`src/rtl/pe_inject_arbiter.sv`:
```
// pe_inject_arbiter: packet-atomic round-robin arbiter for the PE NoC injection port with credit flow control
// ports: req_valid/req_data/req_ready per-source flit handshake (20b flits, type in [19:18]);
//        dataout/out_valid registered flit to router; ci credit return; grant owner while locked;
//        credits live count; proto_err/credit_err sticky error flags.
`timescale 1ns/1ps
module pe_inject_arbiter #(
  parameter int NREQ = 4,
  parameter int CREDITS = 7,
  parameter int CW = 3
) (
  input  logic              clk,
  input  logic              rst,
  input  logic [NREQ-1:0]   req_valid,
  input  logic [NREQ*20-1:0] req_data,
  output logic [NREQ-1:0]   req_ready,
  input  logic              ci,
  output logic [19:0]       dataout,
  output logic              out_valid,
  output logic [NREQ-1:0]   grant,
  output logic [CW-1:0]     credits,
  output logic              proto_err,
  output logic              credit_err
);
  localparam int PW = $clog2(NREQ);
  typedef enum logic {IDLE, LOCKED} state_t;
  state_t state, state_n;
  logic [PW-1:0] owner, owner_n, rr_ptr, rr_ptr_n, cand, idx, sel, sel_inc;
  logic send, perr_set;
  logic [19:0] flit;
  logic [1:0] ftype;
  // descending scan so the last hit is the valid source closest after rr_ptr
  always_comb begin
    cand = '0;
    idx = '0;
    for (int k = NREQ - 1; k >= 0; k--) begin
      idx = PW'((int'(rr_ptr) + k) % NREQ);
      if (req_valid[idx]) cand = idx;
    end
  end
  assign sel = state == LOCKED ? owner : cand;
  assign sel_inc = int'(sel) == NREQ - 1 ? '0 : sel + 1'b1;
  // with no valid source cand is 0 and req_valid[0] is 0, so send stays low
  assign send = credits != '0 && req_valid[sel];
  assign flit = req_data[int'(sel)*20 +: 20];
  assign ftype = flit[19:18];
  always_ff @(posedge clk or posedge rst) begin
    if (rst) begin
      state <= IDLE;
      owner <= '0;
      rr_ptr <= '0;
    end else begin
      state <= state_n;
      owner <= owner_n;
      rr_ptr <= rr_ptr_n;
    end
  end
  // stray body/tail in IDLE behaves as a single; stray head/single in LOCKED behaves as a body
  always_comb begin
    state_n = state;
    owner_n = owner;
    rr_ptr_n = rr_ptr;
    perr_set = 1'b0;
    if (send && state == IDLE) begin
      state_n = ftype == 2'b01 ? LOCKED : IDLE;
      owner_n = ftype == 2'b01 ? sel : owner;
      rr_ptr_n = ftype == 2'b01 ? rr_ptr : sel_inc;
      perr_set = !ftype[0];
    end else if (send) begin
      state_n = ftype == 2'b10 ? IDLE : LOCKED;
      rr_ptr_n = ftype == 2'b10 ? sel_inc : rr_ptr;
      perr_set = ftype[0];
    end
  end
  always_comb begin
    req_ready = send ? NREQ'(1) << sel : '0;
    grant = state == LOCKED ? NREQ'(1) << owner : '0;
  end
  always_ff @(posedge clk or posedge rst) begin
    if (rst) begin
      dataout <= '0;
      out_valid <= 1'b0;
      credits <= CW'(CREDITS);
      proto_err <= 1'b0;
      credit_err <= 1'b0;
    end else begin
      out_valid <= send;
      dataout <= send ? flit : dataout;
      credits <= send && !ci ? credits - 1'b1 :
                 !send && ci && credits != CW'(CREDITS) ? credits + 1'b1 : credits;
      proto_err <= proto_err | perr_set;
      credit_err <= credit_err | (ci && !send && credits == CW'(CREDITS));
    end
  end
endmodule

```
`config.mk`:
```
export PLATFORM = sky130hd
export DESIGN_NAME = pe_inject_arbiter
export DESIGN_NICKNAME = d
export VERILOG_FILES = /design/src/rtl/pe_inject_arbiter.sv
export SDC_FILE = /design/constraint.sdc
export NUM_CORES = 1
export LEC_CHECK = 0
export CAP_MARGIN = 20
export CORE_UTILIZATION = 43
export DETAILED_ROUTE_END_ITERATION = 16
export PLACE_DENSITY = 0.87
export REMOVE_ABC_BUFFERS = 1
export SETUP_SLACK_MARGIN = 0.02
export SYNTH_ARGS = -nofsm -noshare
export SYNTH_HDL_FRONTEND = slang
export SYNTH_SLANG_ARGS = --single-unit
export TNS_END_PERCENT = 50
```
`constraint.sdc`:
```
create_clock -name clk -period 10.1 [get_ports clk]
set_input_delay 3.03 -clock clk [delete_from_list [all_inputs] [get_ports clk]]
set_output_delay 3.03 -clock clk [all_outputs]
set_load 0.02 [all_outputs]
```
==> results.yml, run 1 <==
# physical design summary
route:
  wl_met1_mm: 2.439
  drc_errors: 0
  wl_met2_mm: 3.071
  top_layer: "met4"
sta:
  timing.final.crit_share_pct: 88.61
  setup_viol: 0
  rsz0062_at_grt: "no"
  worst_pin_slew_ns: 0.4647
worst_setup_path:
  timing.rr.end: "credits[1]$_DFFE_PP1P_"
  rrSetupSlack_ns: 7.04
  crit_required_ns: 7.07
  crit_top_cell: "clkdlybuf4s50_1"
floorplan:
  ioPinCount: 121
  dieArea_um2: 5618
global_route:
  grt_util_met2_pct: 41.24
  grt_util_met3_pct: 6.426
clock_tree:
  holdBufCountCts: 0
  cts.clk_slew.worst_paths_ns: 0.06
  cts-root-buf: "clkbuf_8"
  h-tree-depth: 2
layout:
  antennaDiodeCount: 0
power:
  p_switching_mw: 0.5311
  pwr-share-seq_pct: 22.4
  total_power_mw: 1.094
place:
  io_buffers: 120
  dp_hpwl_mm: 4.630
synth:
  top_logic_kind: "simple AND/OR/NAND/NOR gates"
  yosys-stat-cells: 316
  ys_sh_aoi_pct: 18.92
outcome:
  status: "finished, final reports clean"
Fig. 1: run 1, clock wiring as the flow saved it
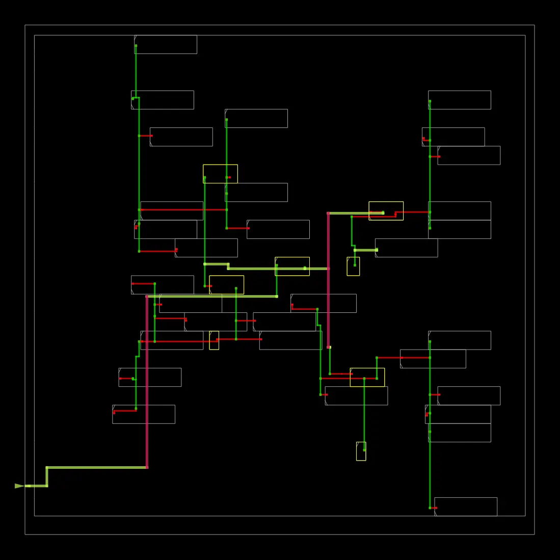
clk latency late pin: 0.28 ns
Setup Skew: 0.007010 ns
flop count: 31
Clk. pwr: 0.0901 mW

Fig. 2: run 1, selected gate families
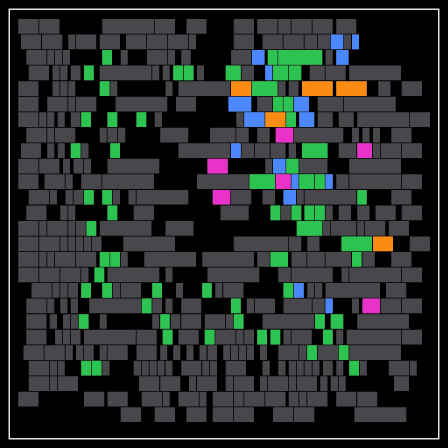
- blue: NOR gates (cells 16; most used nor2_1)
- green: inverting AOI/OAI gates (cells 62; most used o21ai_0)
- orange: multiplexers (cells 5; most used mux2i_1)
- magenta: AND-OR and OR-AND gates (cells 6)
logic share of the area: 38.00%
final non-filler cell total: 499

Fig. 3: run 1, cells colored by class
The bar under the picture is 20 um long. Fill, decap, tap and diode cells in gray.
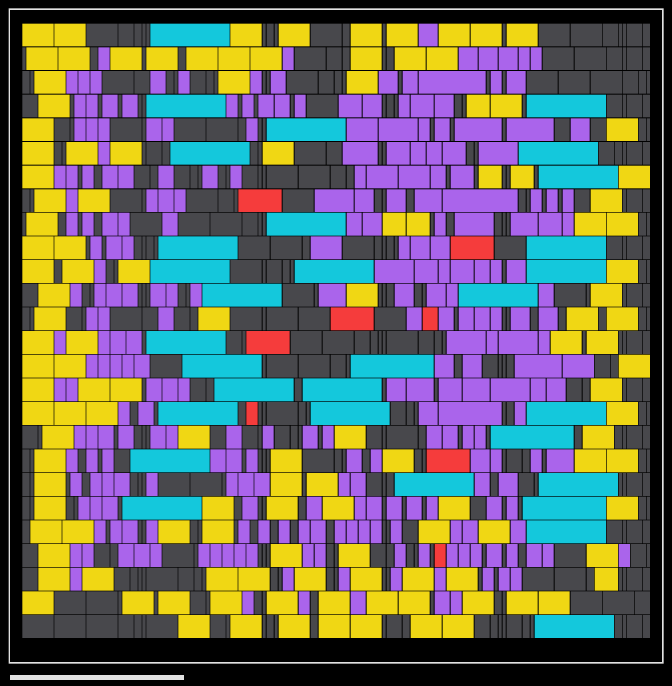
- purple: all other logic (cells 264)
- yellow: other buffers and delay cells (cells 126)
- cyan: flops (cells 31)
- red: clock drivers and dummy loads (cells 8)
Site Rows: 26
utilization after layout: 70.46%
cell area after layout: 3598 um^2
core area: 5107 um^2
flop share of the area: 21.66%

Fig. 4: run 1, floorplan with the power grid
Pins as bars on the die edge.
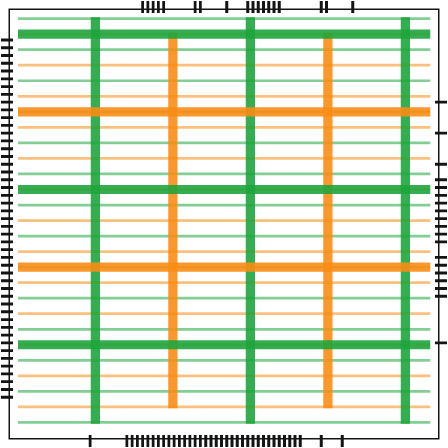
- green: VSS
- orange: VDD
- signal pins: 121
- rows: 26
- met4 straps: 5
- met5 straps: 5
VDD IR-drop max: 0.1899 mV
width of the die: 74.95 um
die y size: 74.95 um

Fig. 5: run 1, register map, names as in the netlist
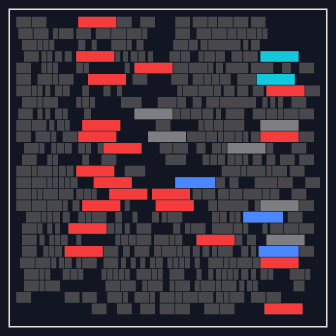

--- run 2 (diff from run 1) ---
--- a/config.mk
+++ b/config.mk
@@ -6,9 +6,9 @@
 export NUM_CORES = 1
 export LEC_CHECK = 0
 export CAP_MARGIN = 20
-export CORE_UTILIZATION = 43
+export CORE_UTILIZATION = 32
 export DETAILED_ROUTE_END_ITERATION = 16
-export PLACE_DENSITY = 0.87
+export PLACE_DENSITY = 0.67
 export REMOVE_ABC_BUFFERS = 1
 export SETUP_SLACK_MARGIN = 0.02
 export SYNTH_ARGS = -nofsm -noshare
Fig. 6: run 2, register map, names as in the netlist
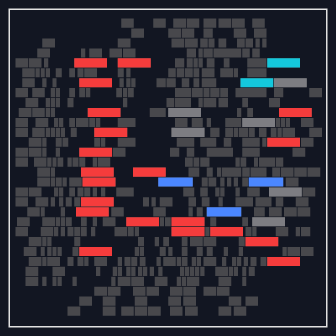
- blue: credits (placed flops 3)
- red: dataout (placed flops 20)
- cyan: owner (placed flops 2)
flop share of the area: 21.40%
register area: 779.5 um^2
utilization after layout: 53.02%
seq pwr: 0.243 mW

Fig. 7: run 2, floorplan with the power grid
Pins as bars on the die edge.
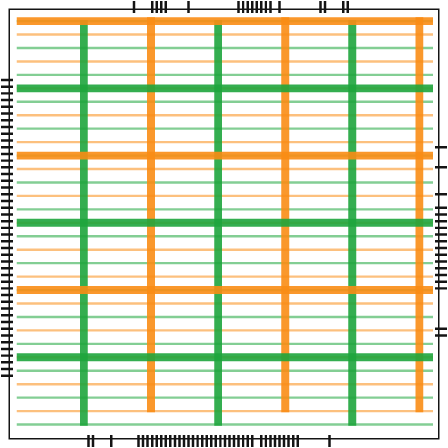
width of the die: 86.57 um
die y size: 86.57 um
core area: 6869 um^2

Fig. 8: run 2, clock wiring as the flow saved it
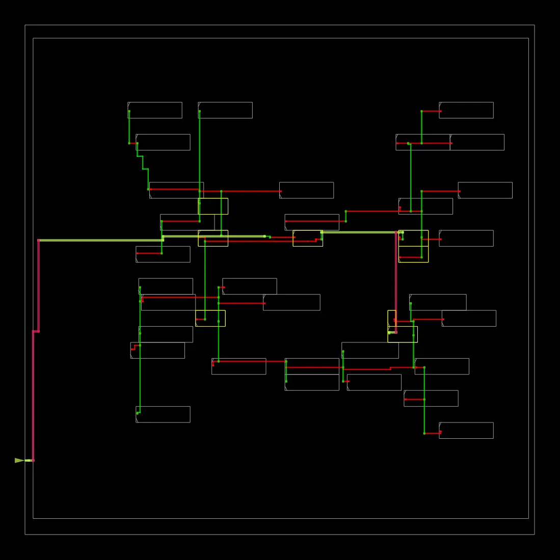
CTS Buf Count: 5
clock sink total: 31
Clk. pwr: 0.106 mW
Setup Skew: 0.003390 ns
clock buffers: 8

==> results.yml, run 2 <==
# physical design summary
outcome:
  status: "finished, final reports clean"
floorplan:
  ioPinCount: 121
  dieArea_um2: 7494
  rows: 30
global_route:
  grt_util_met3_pct: 5.905
  antenna_found_initial: 0
  busiest_layer: "met2"
  grt_util_met2_pct: 32.11
clock_tree:
  cts.clk_slew.worst_paths_ns: 0.06
  clock_latency_ns: 0.28
  cts-root-buf: "clkbuf_8"
  h-tree-depth: 2
  holdBufCountCts: 0
route:
  drc_errors: 0
  avgViaCountPerCell: 4.700
  top_layer: "met4"
  wl_per_cell_um: 11.95
  wl_met1_mm: 2.625
  wl_met2_mm: 3.035
layout:
  largest_reg_flops: 20
  fin_area_um2: 3642
  instances_no_fill: 524
  design.seq.count: 31
  sh_comb_area_pct: 37.55
  mi_logic_area_um2: 1368
  lay_top_cells: "120 x nand2_1, 120 x clkdlybuf4s50_1, 41 x o21ai_0, 28 x dfrtp_1, 19 x nand3_1"
power:
  p_switching_mw: 0.5248
  pwr-share-seq_pct: 22.1
  max-vdd-ir-drop_mv: 0.09384
  total_power_mw: 1.099
  netSwitchingFraction_pct: 47.75
synth:
  avgSynthCellArea_um2: 7.242
  top_logic_kind: "simple AND/OR/NAND/NOR gates"
  yosys-stat-cells: 316
  ys_sh_aoi_pct: 18.92
sta:
  worst_pin_slew_ns: 0.6023
  fin_crit_ns: 9.007
  setup_viol: 0
  setup_tns_ns: 0
  timing.final.crit_share_pct: 89.18
  rsz0062_at_grt: "no"
worst_setup_path:
  worstRegToRegCells: 13
  crit_top_cell: "clkdlybuf4s50_1"
  crit_required_ns: 7.07
  rrSetupSlack_ns: 6.96
  timing.rr.end: "credits[1]$_DFFE_PP1P_"
place:
  io_buffers: 120
  dp_hpwl_mm: 4.801
run:
  warning_count: 28
Power is estimated from default activity; no workload was simulated.
